### src/rtl/sobel_line_sched.sv
// Sequencing controller for the Sobel 3x3 line-buffer datapath: tracks pixel
// position, drives the two line FIFOs and emits window shift/valid strobes.
module sobel_line_sched #(
  parameter int H_PIX = 200,
  parameter int V_PIX = 200,
  parameter int CW    = 8,
  parameter int TMO   = 4096,
  parameter int TW    = 13
) (
  input  logic          sclk,
  input  logic          rst,
  input  logic          rx_flag,
  input  logic [7:0]    rx_data,
  input  logic          frm_abort,
  input  logic          lba_empty,
  input  logic          lbb_empty,
  output logic          lba_wr_en,
  output logic          lba_rd_en,
  output logic          lbb_wr_en,
  output logic          lbb_rd_en,
  output logic          lb_clr,
  output logic [7:0]    pix_d2,
  output logic          win_shift,
  output logic          win_vld,
  output logic [CW-1:0] row,
  output logic [CW-1:0] col,
  output logic          frm_done,
  output logic          err_tmo,
  output logic          err_unf
);

  typedef enum logic [2:0] {IDLE, FILL, RUN, DONE, ABORT} state_t;

  state_t        state;
  logic [TW-1:0] idle_cnt;
  logic [7:0]    pix_d1;
  // T+1 stage of the T+2 strobes
  logic          p1_lbb_wr, p1_shift, p1_vld;

  logic          busy, go_abort, tmo_hit, accept, last_pix;
  logic [CW-1:0] nxt_row, nxt_col;

  assign busy     = (state == FILL) || (state == RUN);
  assign go_abort = frm_abort && (state != IDLE);
  assign tmo_hit  = busy && !rx_flag && (idle_cnt == TW'(TMO-1));
  assign accept   = rx_flag && !go_abort && !tmo_hit && ((state == IDLE) || busy);

  // Position the incoming pixel will take; a pixel seen in IDLE is (0,0).
  always_comb begin
    nxt_row = '0;
    nxt_col = '0;
    if (state != IDLE) begin
      if (col == CW'(H_PIX-1)) begin
        nxt_row = row + CW'(1);
      end else begin
        nxt_row = row;
        nxt_col = col + CW'(1);
      end
    end
  end

  assign last_pix = (nxt_row == CW'(V_PIX-1)) && (nxt_col == CW'(H_PIX-1));

  always_ff @(posedge sclk) begin
    if (rst) begin
      state     <= IDLE;
      idle_cnt  <= '0;
      pix_d1    <= '0;
      pix_d2    <= '0;
      p1_lbb_wr <= 1'b0;
      p1_shift  <= 1'b0;
      p1_vld    <= 1'b0;
      lba_wr_en <= 1'b0;
      lba_rd_en <= 1'b0;
      lbb_wr_en <= 1'b0;
      lbb_rd_en <= 1'b0;
      lb_clr    <= 1'b0;
      win_shift <= 1'b0;
      win_vld   <= 1'b0;
      row       <= '0;
      col       <= '0;
      frm_done  <= 1'b0;
      err_tmo   <= 1'b0;
      err_unf   <= 1'b0;
    end else begin
      pix_d1    <= rx_data;
      pix_d2    <= pix_d1;
      lba_wr_en <= 1'b0;
      lba_rd_en <= 1'b0;
      lbb_rd_en <= 1'b0;
      p1_lbb_wr <= 1'b0;
      p1_shift  <= 1'b0;
      p1_vld    <= 1'b0;
      lbb_wr_en <= p1_lbb_wr;
      win_shift <= p1_shift;
      win_vld   <= p1_vld;
      lb_clr    <= 1'b0;
      frm_done  <= 1'b0;
      err_unf   <= err_unf | (lba_rd_en & lba_empty) | (lbb_rd_en & lbb_empty);

      if (go_abort || tmo_hit) begin
        // Squash everything in flight so the clear cycle carries no enables.
        state     <= ABORT;
        lb_clr    <= 1'b1;
        lbb_wr_en <= 1'b0;
        win_shift <= 1'b0;
        win_vld   <= 1'b0;
        row       <= '0;
        col       <= '0;
        idle_cnt  <= '0;
        if (tmo_hit) err_tmo <= 1'b1;
      end else if (accept) begin
        row       <= nxt_row;
        col       <= nxt_col;
        idle_cnt  <= '0;
        lba_wr_en <= (nxt_row <= CW'(V_PIX-2));
        lba_rd_en <= (nxt_row >= CW'(1));
        lbb_rd_en <= (nxt_row >= CW'(2));
        p1_lbb_wr <= (nxt_row >= CW'(1)) && (nxt_row <= CW'(V_PIX-2));
        p1_shift  <= (nxt_row >= CW'(2));
        p1_vld    <= (nxt_row >= CW'(2)) && (nxt_col >= CW'(2));
        frm_done  <= last_pix;
        if (last_pix)                  state <= DONE;
        else if (nxt_row >= CW'(2))    state <= RUN;
        else                           state <= FILL;
      end else begin
        case (state)
          DONE, ABORT: begin
            state <= IDLE;
            row   <= '0;
            col   <= '0;
          end
          FILL, RUN: idle_cnt <= idle_cnt + TW'(1);
          default: ;
        endcase
      end
    end
  end

endmodule

### config.mk
export PLATFORM = sky130hd
export DESIGN_NAME = sobel_line_sched
export DESIGN_NICKNAME = d
export VERILOG_FILES = /design/src/rtl/sobel_line_sched.sv
export SDC_FILE = /design/constraint.sdc
export NUM_CORES = 1
export LEC_CHECK = 0
export CAP_MARGIN = 15
export CORE_AREA = 8 8 74 108
export CTS_CLUSTER_DIAMETER = 50
export DETAILED_ROUTE_END_ITERATION = 10
export DIE_AREA = 0 0 82 116
export HOLD_SLACK_MARGIN = 0.15
export PLACE_DENSITY_LB_ADDON = 0.08
export SLEW_MARGIN = 30
export SYNTH_ARGS = -nofsm -noshare
export SYNTH_HDL_FRONTEND = slang
export SYNTH_SLANG_ARGS = --single-unit
export TNS_END_PERCENT = 30
### constraint.sdc
create_clock -name sclk -period 6.6 [get_ports sclk]
set_input_delay 1.32 -clock sclk [delete_from_list [all_inputs] [get_ports sclk]]
set_output_delay 1.32 -clock sclk [all_outputs]
set_load 0.01 [all_outputs]
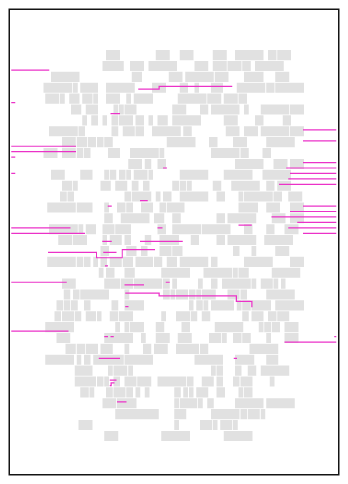
Figure 1: metal 3.
Drawn at 4 px/um. Cells faint in the background.
share of all routed wire: 5.5%
longest straight run: 19.3 um
nets with wire on the layer: 35
vias: 2432
Global Route met3 Usage: 0.04658
final WL: 6932 um

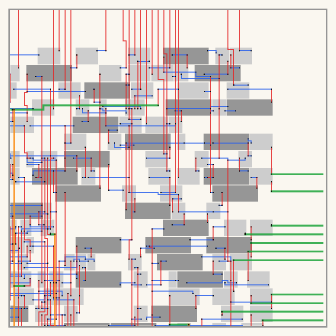
Figure 2: close-up of the layout.
Region (32, 62) to (82, 112) um. Cells in grey, sequential cells in the stronger grey; small squares are vias.
| layer | colour |
|---|---|
| metal 4 | orange |
| metal 3 | green |
| metal 2 | red |
| metal 1 | blue |
sequential cells in the window: 24
cells with their middle in the window: 97
most frequent: clkdlybuf4s50_1 (28), dfxtp_1 (24), nor2b_1 (14)
netlist names of flops here include: pix_d1 (7), pix_d2 (7), col (2)

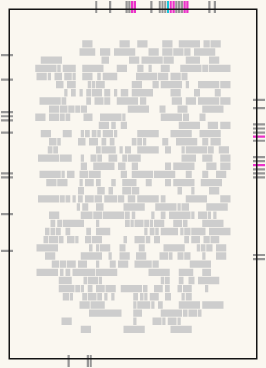
Figure 3: ports around the boundary.
Drawn at 3 px/um. Pins as bars across the die edge, other pins in grey.
| port | colour | pins | direction | edge |
|---|---|---|---|---|
| lbb_empty | cyan | 1 | input | top |
| rx_data | magenta | 8 | input | 6 top, 2 right |
all pins by edge: 20 top, 15 right, 10 left, 3 bottom
die width: 82 um
Die Y: 116 um
PortBufs: 47

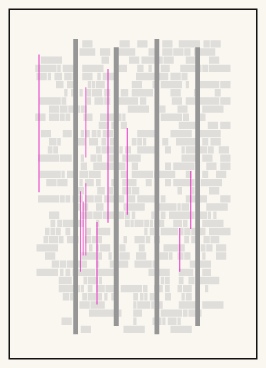
Figure 4: met4 routing.
Drawn at 3 px/um. Supply wires on this layer in grey. Cells faint in the background.
wire length on this layer: 277 um
longest straight run: 51.0 um
share of all routed wire: 4.0%
nets with wire on the layer: 7

==> out/results.tsv <==
metric	value	unit
outcome	complete, no violations	
YS chip area	2821	um2
Switching Share	0.2438	
Worst IR Drop VDD	127.3	uV
worst hold start	pix_d1[3]	
Net Switching	0.0001828	W
vias in the first global route	2396	
gr ovfl total	0	
Nets	377	
Finished Core Util	0.5456	
Floorplan Utilization	0.4411	
top cells by count	60 x dfxtp_1, 37 x nor2_1, 19 x nand2_1, 19 x nor2b_1, 17 x a21oi_1	
layout cell share with drive strength beyond 1	0.09041	
Avg WL per Cell	15.72	um
RSZ-0062 raised after global routing	false	
Reg power frac	0.499	
Setup crit end kind	flip-flop	
clock network fraction of design power	0.421	
inverters	6	
max incr delay on CP	0.54	ns
most frequent cells in the layout	60 x dfxtp_1, 47 x clkdlybuf4s50_1, 37 x nor2_1, 19 x nand2_1, 18 x nor2b_1	
worst r2r dst	state[0]	
Crit path depth	6	
# clock sinks	60	
post-synth cell types	64	
register area	1201	um2
H-tree levels	3	
clock-net power	0.000315	W
DR iter-0 viols	92	
non-clk buf share	0.1348	
Hold Path End	pix_d2[3]	
fmax	308.1	MHz
crit path DRT	6.86	ns
drt pass-1 iters	4	
DPL Wire Length	5085	um
post-route minimum period	3.246	ns
Seq cells post-synth	60	
number of core rows	36	
Avg Cell Area, Syn	8.845	um2
R2R Setup Slk	3.88	ns
I/O pin total	48	
setup TNS	0	ns
GRT Util Overall	0.1580	
per-stage QoR:
step	total power [W]	instance area [um2]	hold WS, ns	setup slack [ns]	cells
floorplan	0.0004190	2821	0.4138	3.837	319
global placement	0.0004426	3303	0.4176	2.993	425
detailed placement	0.0004432	3306	0.4204	2.992	425
CTS	0.0007605	3490	0.4359	3.358	441
global route	0.0007826	3490	0.4462	3.186	441
finish	0.0007498	3490	0.4329	3.354	441
per-layer routing:
layer | global-route usage | vias to the layer above | wire [um]
li1 | - | 1222 | -
met1 | 0.1637 | 1134 | 2743
met2 | 0.2648 | 53 | 3528
met3 | 0.04658 | 23 | 383
met4 | 0.1059 | 0 | 276
met5 | 0 | - | 0
No activity file was given, so power comes from the tool's default toggle rates.
